File: config.mk
export PLATFORM = sky130hd
export DESIGN_NAME = sat_counter
export DESIGN_NICKNAME = d
export VERILOG_FILES = /design/src/rtl/prbs_checker_sat_counter.sv
export SDC_FILE = /design/constraint.sdc
export NUM_CORES = 1
export LEC_CHECK = 0
export CELL_PAD_IN_SITES_DETAIL_PLACEMENT = 0
export CELL_PAD_IN_SITES_GLOBAL_PLACEMENT = 2
export CORE_ASPECT_RATIO = 0.75
export CORE_MARGIN = 8
export CORE_UTILIZATION = 30
export DETAILED_ROUTE_END_ITERATION = 10
export PLACE_DENSITY_LB_ADDON = 0.1
export SYNTH_ARGS = -nofsm -noshare
export SYNTH_HDL_FRONTEND = slang
export SYNTH_SLANG_ARGS = --single-unit
File: constraint.sdc
create_clock -name clk -period 4.05 [get_ports clk]
set_input_delay 0.81 -clock clk [delete_from_list [all_inputs] [get_ports clk]]
set_output_delay 0.81 -clock clk [all_outputs]
set_load 0.02 [all_outputs]
File: src/rtl/prbs_checker_sat_counter.sv
// Saturating up-counter; clear wins over a same-cycle increment.
module sat_counter #(
    parameter int W = 16
) (
    input  logic         clk,
    input  logic         rst,
    input  logic         inc,
    input  logic         clr,
    output logic [W-1:0] q
);
    localparam logic [W-1:0] ONE = W'(1);

    always_ff @(posedge clk or posedge rst) begin
        if (rst)
            q <= '0;
        else if (clr)
            q <= '0;
        else if (inc && (q != '1))
            q <= q + ONE;
    end
endmodule

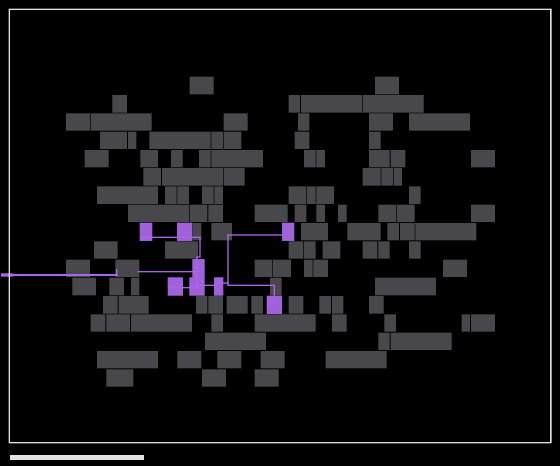
(images/io_fan.png)
Scale bar: 20 um.
inc: shown in purple, bits 1, direction input, edge west, end cells 8, wire 78.4 um.

==> results.yml <==
# synthesis and place-and-route metrics
cells_and_area:
  drive_gt1_share_pct: 7.56
  stdcell_count: 157
  areaGrowthSynthToFinish_pct: 27.2
  largest_register_ffs: 16
power_and_ir_drop:
  switching_share_pct: 22.9
  p_total_mw: 0.308
  clkPwrFrac_pct: 38.7
synth:
  synthDistinctLibCells: 29
  synth_top_cell_by_count: "dfrtp_1"
  async_flop_share_pct: 100
  simple_gate_share_pct: 32.6
  top_logic_kind: "simple AND/OR/NAND/NOR gates"
  edf_count: 0
  synth_cells: 101
timing:
  whs_ns: 0.569
  finalSetupViolations: 0
placed_design:
  dpl.hpwl_mm: 1.80
  dpl-instance-area_sq_mm: 0.00114
  dpl.cell_count: 154
grt:
  grt.met3_usage_pct: 4.61
  track_usage_pct: 10.4
clock_network:
  cts_buffers: 3
  cts_max_path_buffers: 2
worst_setup_path:
  reg2reg_depth: 5
  setup.worst_path.start_class: "input pin"
  path_class: "in -> reg"
  arrival_ns: 2.73
  critPathCaptureType: "flop"
floorplan:
  core_area_sq_mm: 0.00296
route:
  dr_total_vias: 879
  drtIter0Drc: 33
status:
  status: "finished clean"
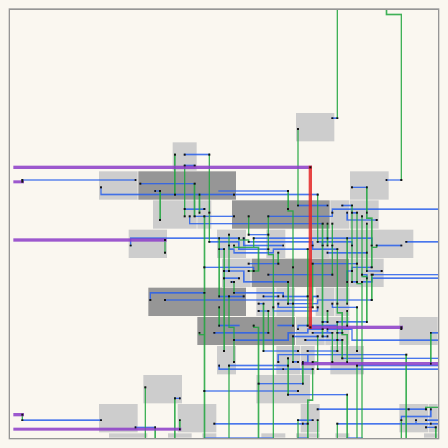
(images/detail.png)
Window x 0 to 40, y 24 to 64 um. Cells in grey, sequential cells in the stronger grey; small squares are vias.
metal 4: shown in red. metal 2: shown in green. metal 1: shown in blue. metal 3: shown in purple.
Netlist names of flops here include q (5). Sequential cells in the window: 5. Most frequent: clkdlybuf4s50_1 (7), dfrtp_1 (5). 37 logic cells have their middle in the window.

## layout by cell type (no fill, tap or decap)
cell and n:
nor3_1 4, or3_2 1, mux2i_1 1, o21ai_0 5, a31oi_1 1, nand4_1 4, nor2b_1 3, clkdlybuf4s50_1 19
nor2_1 3, o31ai_1 5, mux2_2 2, inv_1 3, or4_1 6, clkbuf_8 3, nand3_1 7, ha_1 1
o41ai_1 2, a21oi_1 12, nand2b_1 2, dfrtp_1 16, and4_1 1, or4_4 1, nor4_1 3, nand2_1 6
or3_1 6, nand4_4 1, or4_2 1
## area by class of cell
cell class	instances	area [sq um]
clock buffer	3	41.3
multi-input combinational	78	495
fill	307	1770
timing repair buffer	19	190
tap	38	47.5
sequential	16	400
inverter	3	11.3
## worst max path at each step
stage | startpoint | to | slack [ns] | depth (start not counted)
final | inc | q[13]$_DFFE_PP0P_ | 1.48 | 5
after global routing | inc | q[13]$_DFFE_PP0P_ | 1.39 | 5
after CTS | inc | q[13]$_DFFE_PP0P_ | 1.48 | 5
after detailed placement | inc | q[13]$_DFFE_PP0P_ | 1.21 | 5
after global placement | inc | q[13]$_DFFE_PP0P_ | 1.30 | 5
after floorplan | inc | q[13]$_DFFE_PP0P_ | 1.87 | 5
## worst max-delay path, cell delays in order
cell             delay [ns]
clkdlybuf4s50_1        0.63
nand3_1                0.23
or4_4                  0.49
or4_1                  0.41
a21oi_1                0.16
## power by group through the flow
stage / Sequential, mW / Combinational [mW] / Clock, mW
3_3_place_gp: 0.168 / 0.0237 / 0
5_1_grt: 0.165 / 0.0262 / 0.134
6_report: 0.165 / 0.0237 / 0.119
4_1_cts: 0.165 / 0.0244 / 0.125
3_5_place_dp: 0.168 / 0.0243 / 0
2_1_floorplan: 0.169 / 0.0126 / 0
No activity file was given, so power comes from the tool's default toggle rates.
